## config.mk

```make
export PLATFORM = sky130hd
export DESIGN_NAME = mem_ctrl
export DESIGN_NICKNAME = d
export VERILOG_FILES = /design/src/rtl/mem_pkg.sv /design/src/rtl/mem_ctrl.sv
export SDC_FILE = /design/constraint.sdc
export NUM_CORES = 1
export LEC_CHECK = 0
export CORE_UTILIZATION = 41
export CTS_BUF_LIST = sky130_fd_sc_hd__clkbuf_4 sky130_fd_sc_hd__clkbuf_8
export DETAILED_ROUTE_END_ITERATION = 6
export GPL_ROUTABILITY_DRIVEN = 1
export MAX_ROUTING_LAYER = met4
export PLACE_DENSITY = 0.85
export SYNTH_ARGS = -nofsm -noshare
export SYNTH_HDL_FRONTEND = slang
export SYNTH_SLANG_ARGS = --single-unit
```

## constraint.sdc

```tcl
create_clock -name clk -period 2.2 [get_ports clk]
set_clock_uncertainty 0.2 [all_clocks]
set_input_delay 0.44 -clock clk [delete_from_list [all_inputs] [get_ports clk]]
set_output_delay 0.44 -clock clk [all_outputs]
set_load 0.005 [all_outputs]
```

## src/rtl/mem_pkg.sv

```systemverilog
// mem_pkg: shared definitions for the memory-access controller.
//   - ADDR_W_DEF / DATA_W_DEF : default word-address and data widths
//   - PROT_TOP_DEF            : default highest write-protected address
//   - state_t and S_* values  : FSM state encoding (plain 3-bit constants)
package mem_pkg;

    localparam int unsigned ADDR_W_DEF   = 9;
    localparam int unsigned DATA_W_DEF   = 32;
    localparam int unsigned PROT_TOP_DEF = 'h03F;

    typedef logic [2:0] state_t;

    localparam state_t S_IDLE     = 3'd0;
    localparam state_t S_RD_ISSUE = 3'd1;
    localparam state_t S_RD_WAIT  = 3'd2;
    localparam state_t S_RD_CAP   = 3'd3;
    localparam state_t S_WR_ISSUE = 3'd4;
    localparam state_t S_RESP     = 3'd5;

endpackage

```

## src/rtl/mem_ctrl.sv

```systemverilog
// mem_ctrl: sequences single read/write accesses from a control unit onto a
// RAM with a one-cycle registered read.
//
// Optional feature: define MEM_WRITE_PROTECT_EN to reject writes whose
// address is <= PROT_TOP (no RAM write, fault pulses together with done).
//
// Ports
//   clk        in   rising-edge clock
//   clr        in   asynchronous active-low reset
//   req_rd     in   read request
//   req_wr     in   write request
//   addr       in   request address (MAR)
//   wdata      in   write data (MDR)
//   busy       out  high whenever the FSM is not IDLE
//   done       out  one-cycle completion pulse (RESP state)
//   rdata      out  captured read data, held until the next read capture
//   fault      out  one-cycle request-error pulse
//   ram_read   out  registered RAM read strobe
//   ram_write  out  registered RAM write strobe
//   ram_addr   out  RAM address (latched request address)
//   ram_din    out  RAM write data (latched request data)
//   ram_dout   in   RAM read data, valid the cycle after ram_read
//   state_dbg  out  current FSM state, for observation only
//
// Request handshake: a request is taken on any rising edge where busy=0 and
// exactly one of req_rd/req_wr is high; addr/wdata are latched on that edge.
// Requests while busy=1 are dropped, not queued. Both requests together in
// IDLE are rejected with a fault pulse on the following cycle. Every
// accepted request ends with exactly one done cycle.
module mem_ctrl
    import mem_pkg::*;
#(
    parameter int unsigned         ADDR_W   = ADDR_W_DEF,
    parameter int unsigned         DATA_W   = DATA_W_DEF,
    parameter logic [ADDR_W-1:0]   PROT_TOP = ADDR_W'(PROT_TOP_DEF)
) (
    input  logic              clk,
    input  logic              clr,
    input  logic              req_rd,
    input  logic              req_wr,
    input  logic [ADDR_W-1:0] addr,
    input  logic [DATA_W-1:0] wdata,
    output logic              busy,
    output logic              done,
    output logic [DATA_W-1:0] rdata,
    output logic              fault,
    output logic              ram_read,
    output logic              ram_write,
    output logic [ADDR_W-1:0] ram_addr,
    output logic [DATA_W-1:0] ram_din,
    input  logic [DATA_W-1:0] ram_dout,
    output logic [2:0]        state_dbg
);

    state_t              state_q,     state_d;
    logic                ram_read_q,  ram_read_d;
    logic                ram_write_q, ram_write_d;
    logic                fault_q,     fault_d;
    logic [ADDR_W-1:0]   ram_addr_q,  ram_addr_d;
    logic [DATA_W-1:0]   ram_din_q,   ram_din_d;
    logic [DATA_W-1:0]   rdata_q,     rdata_d;

    always_comb begin
        state_d     = state_q;
        ram_read_d  = 1'b0;
        ram_write_d = 1'b0;
        fault_d     = 1'b0;
        ram_addr_d  = ram_addr_q;
        ram_din_d   = ram_din_q;
        rdata_d     = rdata_q;

        case (state_q)
            S_IDLE: begin
                if (req_rd && req_wr) begin
                    fault_d = 1'b1;
                end else if (req_rd) begin
                    // Strobe is computed one cycle early so that the
                    // registered ram_read is high exactly during RD_ISSUE.
                    state_d    = S_RD_ISSUE;
                    ram_read_d = 1'b1;
                    ram_addr_d = addr;
                end else if (req_wr) begin
                    ram_addr_d = addr;
                    ram_din_d  = wdata;
`ifdef MEM_WRITE_PROTECT_EN
                    if (addr <= PROT_TOP) begin
                        state_d = S_RESP;
                        fault_d = 1'b1;
                    end else begin
                        state_d     = S_WR_ISSUE;
                        ram_write_d = 1'b1;
                    end
`else
                    state_d     = S_WR_ISSUE;
                    ram_write_d = 1'b1;
`endif
                end
            end
            S_RD_ISSUE: state_d = S_RD_WAIT;
            // RAM output becomes valid during RD_WAIT; ram_addr is simply held.
            S_RD_WAIT:  state_d = S_RD_CAP;
            S_RD_CAP: begin
                rdata_d = ram_dout;
                state_d = S_RESP;
            end
            S_WR_ISSUE: state_d = S_RESP;
            S_RESP:     state_d = S_IDLE;
            default:    state_d = S_IDLE;
        endcase
    end

    always_ff @(posedge clk or negedge clr) begin
        if (!clr) begin
            state_q     <= S_IDLE;
            ram_read_q  <= 1'b0;
            ram_write_q <= 1'b0;
            fault_q     <= 1'b0;
            ram_addr_q  <= '0;
            ram_din_q   <= '0;
            rdata_q     <= '0;
        end else begin
            state_q     <= state_d;
            ram_read_q  <= ram_read_d;
            ram_write_q <= ram_write_d;
            fault_q     <= fault_d;
            ram_addr_q  <= ram_addr_d;
            ram_din_q   <= ram_din_d;
            rdata_q     <= rdata_d;
        end
    end

    assign busy      = (state_q != S_IDLE);
    assign done      = (state_q == S_RESP);
    assign fault     = fault_q;
    assign ram_read  = ram_read_q;
    assign ram_write = ram_write_q;
    assign ram_addr  = ram_addr_q;
    assign ram_din   = ram_din_q;
    assign rdata     = rdata_q;
    assign state_dbg = state_q;

endmodule

```

Figure 1. Sequential cells colored by netlist name.
Bar = 20 µm. Other sequential cells in the stronger gray, the rest of the logic in the fainter gray.
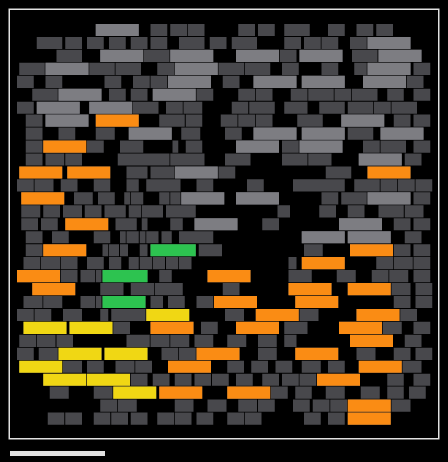
ram_addr -> yellow  # sequential cells 9, where south-west
state_dbg -> green  # sequential cells 3
rdata -> orange  # sequential cells 32
not colored = 35

Figure 2. Cells colored by class.
Bar = 20 µm. Fill, decap, tap and diode cells in gray.
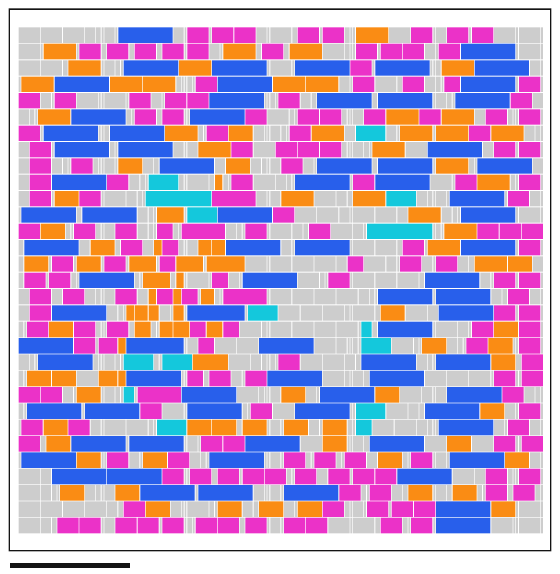
remaining logic cells -> orange  # cells 98, share of their area 22%
remaining buffers and delay cells -> magenta  # cells 173, share of their area 34%
clock drivers and dummy loads -> cyan  # cells 15, share of their area 4.3%
registers -> blue  # cells 79, share of their area 39%
Core Rows: 31
core area: 7370 µm²
fraction of area in registers: 38.2%
final core utilization: 70.3%
design area: 5180 µm²

Figure 3. Routing congestion.
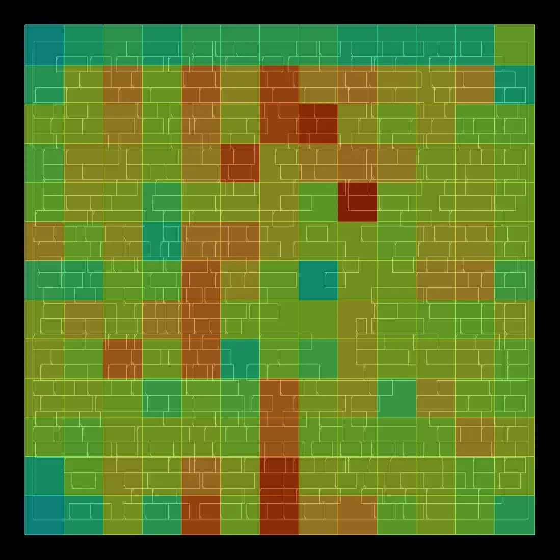
GRT busiest layer: met2
Total Routing Usage GR: 19.0%
met1 global-route usage: 23.1%
M2 GR Usage: 30.9%
routed len/inst: 15.3 µm

Figure 4. Wiring by layer.
Bar = 20 µm. Two of the layers only.
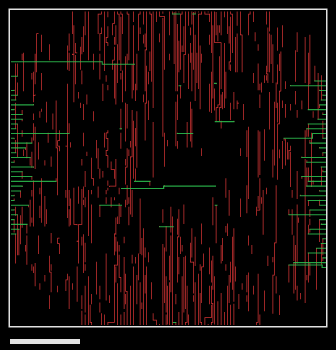
M2 -> red  # wire length 3560 µm
M3 -> green  # wire length 354 µm
final wirelength: 7.10 mm
vias: 2145

Figure 5. Cell area per tile.
The die is cut into 9 by 9 equal tiles; black is low, pale yellow is high, 0 to 100% covered.
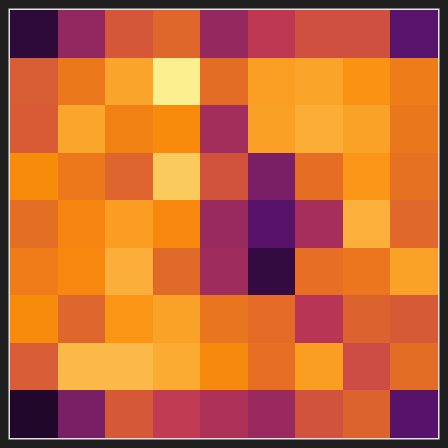
emptiest ninth of the die = center
mean over tiles = 63%
tiles over 75% full = 26%
fullest tile = 97%

==> CHANGELOG.md <==
## Implementation

* Met2 WL post-DR at between 3 and 4 mm
* FMAX at 0.474 GHz
* Met3 Use GR at 4.31%
* Syn_area_per_cell at 17.0 µm²
* Most instantiated logic cell after routing: clkdlybuf4s50_1
* Placed cell count at around 450
* Switching power of the nets at 1.75 mW
* Seq share, synth at between 60% and 70%
* Total CTS buffers at 9
* Pre-CTS worst setup slack at -0.111 ns
* Sequential power share at 37.6%
* Layout Cells excl Fill at around 460
* Later-pin clock latency in the skew report at 0.33 ns
* DIE HEIGHT at 89.9 µm
* Grt total ovfl at 0
* Internal power at 5.12 mW
* 1st-iter DRT viols at 21
* Post-DP HPWL at 5.34 mm
* Hold Worst Slack at 0.308 ns
* Post-Syn Nets at ~270
* Crit-path max FO at 8
* CTS clock-pin slew for the worst setup and hold paths at 0.07 ns
* Root Buffer: clkbuf_8
* Vias in the first global route at 2300
* RSZ-0062 raised after global routing: false
* Post-synthesis register bit count at 79
* Slew headroom at 80.0%
* Wire length of the first global-routing pass at around 12 mm
* Fin crit period at 2.11 ns
* Placer Congestion at ~0.69
* Crit path capture: busy
* Max Cap Viol at 0
* Antenna Cells at 0
* CTS Sinks at 79
* Drc violations at 0
* PortBufs at 157
* Boundary pin count at between 150 and 200
* Worst setup SP type: flop
* Reg2Reg Launch Point: state_dbg[2]
* Hold Crit Class: flop to flop
* Leakage power total at 2.31 nW
* CP Capture Type: primary output
* Netlist cell types at 18
* Cycle use final at a little over nine tenths
* WP data required at 1.56 ns
* Critical Path Start: state_dbg[2]
* Most frequent cells in the layout: 155 x clkdlybuf4s50_1, 77 x dfrtp_1, 43 x mux2_2
* OpenROAD warnings at 29
* Final ANT Viol Nets at 0
* Clock buffer depth at 2
* Layout cell share with drive strength beyond 1 at 29.6%
* Worst R2R End: ram_addr[6]
* Initial antenna violation count at 0
* Setup TNS at 0 ns
* Htree depth at 3
* Area leader share at 62.4%
* Worst vdd ir at 746 µV
* Placed inst area at 4950 µm²
* M1 WL at 3.01 mm
* Chip area in the Yosys report at 3170 µm²
* Hold Vio Cnt, Final at 0
* Die X at 89.9 µm
* Worst Path Arrival at between 1 and 1.5 ns
* Comb pwr share at a little under half
* Synth area leader: dfrtp_1
* CTS tree: yes
* Top routing layer in use: met4
* Final slew viol count at 0
* Via density at 4.62
* Met3 WL post-DR at 354 µm
* Area Overhead vs Synth at 63.6%
* Sw frac at between 20% and 30%
* Init Core Util at 43.0%
* PD cells at roughly 1300 nW/µm²
* # Cells Yosys at between 150 and 200
* PnR Total Power at 6.88 mW
* Clk pwr share at 17.0%
* Synthesized area at 3170 µm²
* Syn. warnings at 0
* 1st-pass router iterations at 4
* Reg-to-reg slack, setup at roughly 0.45 ns
* R2R depth at 5
* Worst setup margin at about 0.091 ns
* Syn Inst Count at roughly 190
* Die area at a little over 8000 µm²
* Kind of critical path: flop to primary output
* Worst hold start: rdata[26]
* Worst-Margin Slew at 0.300 ns
* Largest net degree at the start of global routing at 39
* Setup Viol. Count Final at 0
* Biggest area cells: dfrtp_1 62%, mux2_2 15%, mux2_4 14%, ha_1 1.6%, buf_6 1.1%
* Worst Hold Depth at 1
* Fin nets at 442
* Hold EP: rdata[26]
* Outcome: finished, final reports clean
worst max-delay path, stage by stage, from the launching register on:
cell and delay, ns:
dfrtp_2 0.47, nor3_4 0.16, inv_1 0.06, clkdlybuf4s50_1 0.46
registers in the layout, summed over array words and instances (netlist names):
| register | flops |
|---|---|
| fault | 1 |
| ram_addr | 9 |
| ram_din | 32 |
| ram_read | 1 |
| ram_write | 1 |
| rdata | 32 |
| state_dbg | 3 |
layout make-up:
class,count,area [µm²]
timing repair buffer,173,1740
multi-input combinational,95,1110
tap,99,124
clock inverter,4,70.1
clock buffer,11,145
fill,544,2190
sequential,79,1980
inverter,3,11.3
Yosys cell counts:
cell type	n
dfrtp_1	79
mux2_2	43
mux2_4	30
and2_1	4
buf_2	4
ha_1	4
nor2_1	4
buf_6	3
inv_1	3
a21oi_1	2
buf_4	2
o31ai_1	2
nand2_1	1
nand2b_1	1
nand3_4	1
nand3b_1	1
nor3_4	1
xnor2_1	1
cells by family (layout without fill, tap and decap cells):
family | count (synthesis) | after routing | share of synthesized area (%)
adder cells (fa/ha/maj) | 4 | 4 | 1.58
flip-flops | 79 | 79 | 62.4
XOR/XNOR | 1 | 1 | 0.277
multiplexers | 73 | 73 | 29.5
AND-OR/OR-AND | 4 | 4 | 0.790
buffers and inverters | 12 | 191 | 2.53
AND/OR/NAND/NOR | 13 | 13 | 2.88
repair_timing:
item	CTS	global route
gates resized	3	0
setup endpoints to repair	2	1
hold buffers	1	0
endpoints found under the hold margin	20	0
setup buffers	0	1
power by group through the flow:
stage               Clock, mW  Sequential (mW)  Combinational (mW)
floorplan                   0             2.62                1.21
finish                   1.17             2.58                3.12
global route             1.26             2.68                3.34
CTS                      1.20             2.61                3.14
detailed placement          0             2.62                3.14
global placement            0             2.58                3.07
No activity file was given, so power comes from the tool's default toggle rates.
